### src/rtl/stb_pkg.sv
// rtl/stb_pkg.sv - shared store-buffer types: drain FSM states, widths, entry struct
package stb_pkg;

    typedef enum logic {
        DR_IDLE = 1'b0,
        DR_REQ  = 1'b1
    } drain_state_t;

    localparam int STB_ADDR_W = 32;
    localparam int STB_DATA_W = 32;
    localparam int STB_SEL_W  = STB_DATA_W / 8;

    // One store-buffer entry; also used by the store buffer datapath.
    typedef struct packed {
        logic [STB_ADDR_W-1:0] addr;
        logic [STB_DATA_W-1:0] data;
        logic [STB_SEL_W-1:0]  sel;
    } stb_entry_t;

endpackage

### src/rtl/stb_dcache_drain.sv
// rtl/stb_dcache_drain.sv - drains committed stores from the store buffer head into the data cache
//
// Pops the head of the store buffer into a holding register and presents it to
// the data cache until acknowledged. LSU loads take priority for new pops
// unless a fence (drain-all) is pending.
//
// Ports:
//   clk, rst_n                      clock, asynchronous active-low reset
//   stb_empty, stb_head_*           store buffer head entry (valid when !stb_empty)
//   stb_rd_en                       pop head entry (combinational)
//   lsummu2dcache_load_req          LSU load wants the cache port
//   dcache2stb_ack                  cache accepted the current write
//   stb2dcache_req/w_en/addr/wdata/sel  registered cache write request
//   lsummu2stb_fence                level fence request
//   stb2lsummu_fence_stall/done     fence pending / one-cycle completion pulse
//   drain_count                     wrapping count of completed writes
//
// ADDR_W/DATA_W must match the widths fixed in stb_pkg, since the holding
// register is an stb_entry_t.
module stb_dcache_drain
    import stb_pkg::*;
#(
    parameter int ADDR_W = STB_ADDR_W,
    parameter int DATA_W = STB_DATA_W
) (
    input  logic                clk,
    input  logic                rst_n,
    input  logic                stb_empty,
    input  logic [ADDR_W-1:0]   stb_head_addr,
    input  logic [DATA_W-1:0]   stb_head_data,
    input  logic [DATA_W/8-1:0] stb_head_sel,
    output logic                stb_rd_en,
    input  logic                lsummu2dcache_load_req,
    input  logic                dcache2stb_ack,
    output logic                stb2dcache_req,
    output logic                stb2dcache_w_en,
    output logic [ADDR_W-1:0]   stb2dcache_addr,
    output logic [DATA_W-1:0]   stb2dcache_wdata,
    output logic [DATA_W/8-1:0] stb2dcache_sel,
    input  logic                lsummu2stb_fence,
    output logic                stb2lsummu_fence_stall,
    output logic                stb2lsummu_fence_done,
    output logic [15:0]         drain_count
);

    drain_state_t state_q, state_d;
    stb_entry_t   hold_q, hold_d;
    logic [15:0]  count_q, count_d;
    logic         done_seen_q, done_seen_d;

    logic pop_ok;
    logic drained;

    // A pending fence overrides load priority so the drain cannot starve.
    assign pop_ok  = !stb_empty && (!lsummu2dcache_load_req || lsummu2stb_fence);
    assign drained = (state_q == DR_IDLE) && stb_empty;

    always_comb begin
        state_d   = state_q;
        hold_d    = hold_q;
        count_d   = count_q;
        stb_rd_en = 1'b0;

        case (state_q)
            DR_IDLE: begin
                if (pop_ok) begin
                    stb_rd_en = 1'b1;
                    hold_d    = '{addr: stb_head_addr, data: stb_head_data, sel: stb_head_sel};
                    state_d   = DR_REQ;
                end
            end
            DR_REQ: begin
                // The request is held until ack; a load never aborts it.
                if (dcache2stb_ack) begin
                    count_d = count_q + 16'd1;
                    if (pop_ok) begin
                        stb_rd_en = 1'b1;
                        hold_d    = '{addr: stb_head_addr, data: stb_head_data, sel: stb_head_sel};
                    end else begin
                        state_d = DR_IDLE;
                    end
                end
            end
            default: state_d = DR_IDLE;
        endcase
    end

    // done fires on the first drained cycle of a fence and stays quiet until
    // the fence request drops.
    assign stb2lsummu_fence_stall = lsummu2stb_fence && !drained;
    assign stb2lsummu_fence_done  = lsummu2stb_fence && drained && !done_seen_q;
    assign done_seen_d            = lsummu2stb_fence && (done_seen_q || drained);

    always_ff @(posedge clk or negedge rst_n) begin
        if (!rst_n) begin
            state_q     <= DR_IDLE;
            hold_q      <= '0;
            count_q     <= '0;
            done_seen_q <= 1'b0;
        end else begin
            state_q     <= state_d;
            hold_q      <= hold_d;
            count_q     <= count_d;
            done_seen_q <= done_seen_d;
        end
    end

    assign stb2dcache_req   = (state_q == DR_REQ);
    assign stb2dcache_w_en  = stb2dcache_req;
    assign stb2dcache_addr  = hold_q.addr;
    assign stb2dcache_wdata = hold_q.data;
    assign stb2dcache_sel   = hold_q.sel;
    assign drain_count      = count_q;

endmodule
### config.mk
export PLATFORM = sky130hd
export DESIGN_NAME = stb_dcache_drain
export DESIGN_NICKNAME = d
export VERILOG_FILES = /design/src/rtl/stb_pkg.sv /design/src/rtl/stb_dcache_drain.sv
export SDC_FILE = /design/constraint.sdc
export NUM_CORES = 1
export LEC_CHECK = 0
export CORE_ASPECT_RATIO = 2
export CORE_MARGIN = 5
export CORE_UTILIZATION = 25
export DETAILED_ROUTE_END_ITERATION = 16
export GPL_TIMING_DRIVEN = 0
export PLACE_DENSITY_LB_ADDON = 0.08
export SYNTH_ARGS = -nofsm -noshare
export SYNTH_HDL_FRONTEND = slang
export SYNTH_SLANG_ARGS = --single-unit
### constraint.sdc
create_clock -name clk -period 4.25 [get_ports clk]
set_input_delay 0.85 -clock clk [delete_from_list [all_inputs] [get_ports clk]]
set_output_delay 0.85 -clock clk [all_outputs]
set_load 0.005 [all_outputs]
Fig. 1: run 1, cells by drive strength
The bar under the picture is 20 um long.
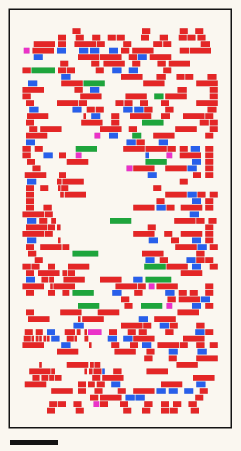
Blue stands for drive 2, cells 65, share 17%. Red stands for drive 1 or less, cells 302, share 77%. Magenta stands for drive 3 to 4, cells 9, share 2.3%. Green stands for drive 6 and up, cells 14, share 3.6%.

Fig. 2: run 1, pin placement
The bar under the picture is 20 um long. Pins as bars across the die edge, other pins in gray.
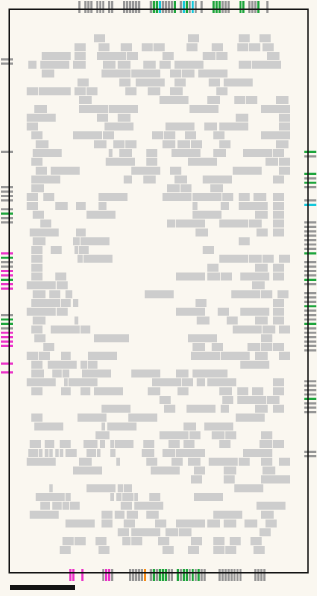
Magenta stands for drain_count, pins 16, direction output, edge 11 left, 5 bottom. Green stands for stb_head_data, pins 32, direction input, edge 10 top, 9 bottom, 8 right, 5 left. Orange stands for lsummu2dcache_load_req, pins 1, direction input, edge bottom. Cyan stands for stb_head_sel, pins 4, direction input, edge 3 top, 1 right.

Fig. 3: run 1, wiring by layer
The bar under the picture is 20 um long.
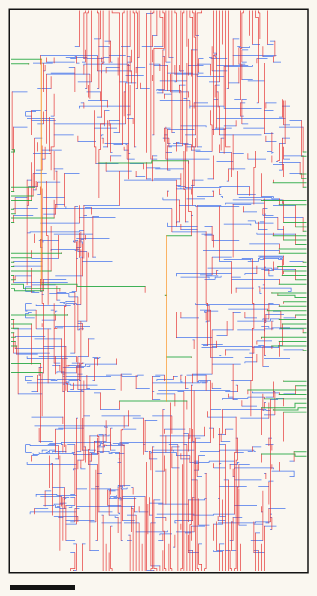
Red stands for met2, wire length 5,160 um. Green stands for met3, wire length 591 um. Blue stands for met1, wire length 3,110 um. Orange stands for met4, wire length 120 um.

Fig. 4: run 1, the metal 3 layer
The bar under the picture is 20 um long.
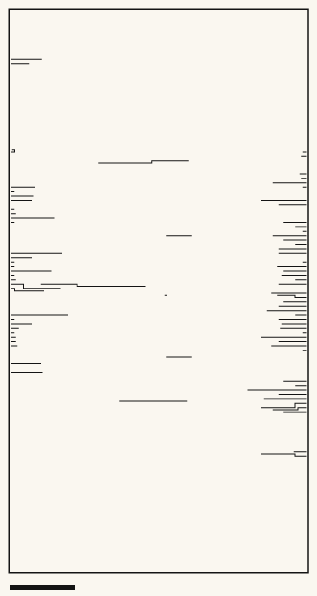
77 nets have wire on it. The longest straight run is 20.9 um. The layer holds 6.6% of the routed length.

==> reports/qor.yml, run 1 <==
setup_path:
  crit_buf_inv: 5
  worstPathRequired_ns: 3.40
  reg2reg_depth: 4
  cp-start-kind: "input port"
  regToRegEndpoint: "stb2dcache_wdata[21]"
layout:
  n_all_buffers: 171
  dominant_cells: "flip-flops and latches"
  fin_util_pct: 41.9
  inverters_excl_clock: 4
  layout.cells.non_filler: 542
  comb_cells: 114
placed_design:
  globalplace.congestion: 0.698
  portBuffers: 162
clock_network:
  post-cts-setup-buffers: 0
  hold_buffers: 0
  cts_max_path_buffers: 2
synth:
  synth_seq_share_pct: 64.6
  top_cells_by_count: "dfrtp_1 (86), mux2_2 (60), xnor2_1 (10), mux2_1 (9)"
  most_common_cell: "dfrtp_1"
  mux_share_pct: 23.3
  synth_cell_types: 23
  ys_chip_area_um2: 3330
  synthXorXnorAreaFrac_pct: 3.94
timing:
  period_used_pct: 83.7
  worst_slew_pin_slew_ns: 0.594
status:
  status: "completed"
drt:
  vias_per_cell: 4.26
  topRoutingLayerUsed: "met4"
grt:
  grt_use_total_pct: 11.7
  grt_pass1_vias: 2511
power_and_ir_drop:
  seq-power_w: 0.00106
  swShare_pct: 23.5
  power_clock_w: 0.000821
  p_total_w: 0.00250
floorplanning:
  die_w_um: 91.6
Fig. 5: run 1, placed standard cells
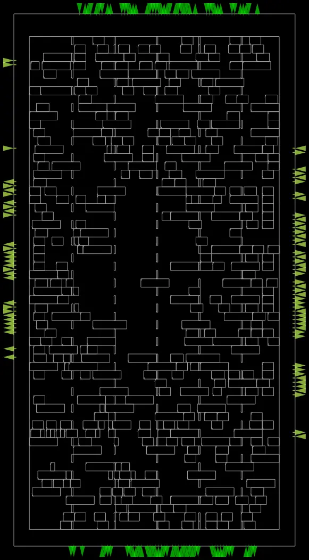

## Run 2: what changed since run 1
==> constraint.sdc (replaced) <==
create_clock -name clk -period 3.1 [get_ports clk]
set_input_delay 0.62 -clock clk [delete_from_list [all_inputs] [get_ports clk]]
set_output_delay 0.62 -clock clk [all_outputs]
set_load 0.005 [all_outputs]
Fig. 6: run 2, placed standard cells
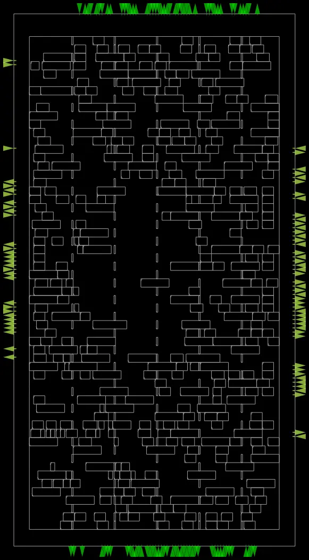
Core Util, Final: 42.0%
core area: 13,100 um^2
n_taps: 152

==> reports/qor.yml, run 2 <==
status:
  status: "completed"
layout:
  layout.cells.non_filler: 543  # +0.18%
  lay_top_cells: "clkdlybuf4s50_1 (160), dfrtp_1 (86), mux2_2 (60), xnor2_1 (10)"
  n_all_buffers: 172  # +0.58%
  dominant_cells: "flip-flops and latches"
  inverters_excl_clock: 4  # unchanged
  comb_area_um2: 1100
  seq_share_pct: 39.2
  comb_cells: 114  # unchanged
  diodes: 0
  fin_area_um2: 5490
  area_growth_pct: 64.6
placed_design:
  portBuffers: 162  # unchanged
  placedCellCount: 527
  postPlaceCellArea_um2: 5170
  hpwlAfterDp_um: 6940
  globalplace.congestion: 0.698  # unchanged
floorplanning:
  dieArea_um2: 15900
  die_w_um: 91.6  # unchanged
  die_h_um: 173
  fp-utilization_pct: 25.5
  rows: 59
synth:
  adder_share_pct: 0.375
  top_cell_area_share_pct: 64.6
  top_cells_by_count: "dfrtp_1 (86), mux2_2 (60), xnor2_1 (10), mux2_1 (9)"
  mux_share_pct: 23.3  # unchanged
  synth_seq_share_pct: 64.6  # unchanged
  synthXorXnorAreaFrac_pct: 3.94  # unchanged
  topCellsByArea: "dfrtp_1 (65%), mux2_2 (20%), mux2_1 (3.0%)"
  most_common_cell: "dfrtp_1"
  ys_chip_area_um2: 3330  # unchanged
  synth_cell_types: 23  # unchanged
  syn_area_per_cell_um2: 15.7
clock_network:
  post-cts-setup-buffers: 1  # +1
  cts_max_path_buffers: 2  # unchanged
  cts_made_buffers: 9
  hold_buffers: 0  # unchanged
timing:
  worst_slew_pin_slew_ns: 0.593  # -0.000266 ns
  period_used_pct: 96.9
  final_hold_viol_count: 0
  finalWorstSetupSlack_ns: 0.0965
drt:
  topRoutingLayerUsed: "met4"
  met1_length_um: 3130
  drt_iter0_drc: 44
  vias_per_cell: 4.28  # +0.55%
setup_path:
  regToRegEndpoint: "stb2dcache_wdata[2]"
  r2r_start: "stb2dcache_req"
  cp_cell_sequence: "clkdlybuf4s50_1 > inv_2 > a21o_1 > a21oi_4 > buf_6 > buf_6 > clkdlybuf4s50_1"
  reg2reg_depth: 4  # unchanged
  worstPathRequired_ns: 2.48  # -0.92 ns
  cp-start-kind: "input port"
  crit_buf_inv: 5  # unchanged
power_and_ir_drop:
  swShare_pct: 23.5  # +0.026 points
  clockPowerShare_pct: 32.9
  seq-power_w: 0.00145  # +37%
  power_clock_w: 0.00113  # +38%
  comb_cell_power_w: 0.000851
  ir_drop_v: 0.000285
  p_int_w: 0.00262
  p_total_w: 0.00343  # +37%
  pwr-share-seq_pct: 42.3
grt:
  use_met1_pct: 11.7
  grt_use_total_pct: 11.7  # +0.099 points
  globalRouteMet3Util_pct: 3.82
  gr-total-overflow: 0
  grtUsageMet2_pct: 22.0
  grt_pass1_vias: 2518  # +0.28%
run:
  maxCapViolations: 0
Power figures rest on the tool's default switching activity, not on a simulated workload.
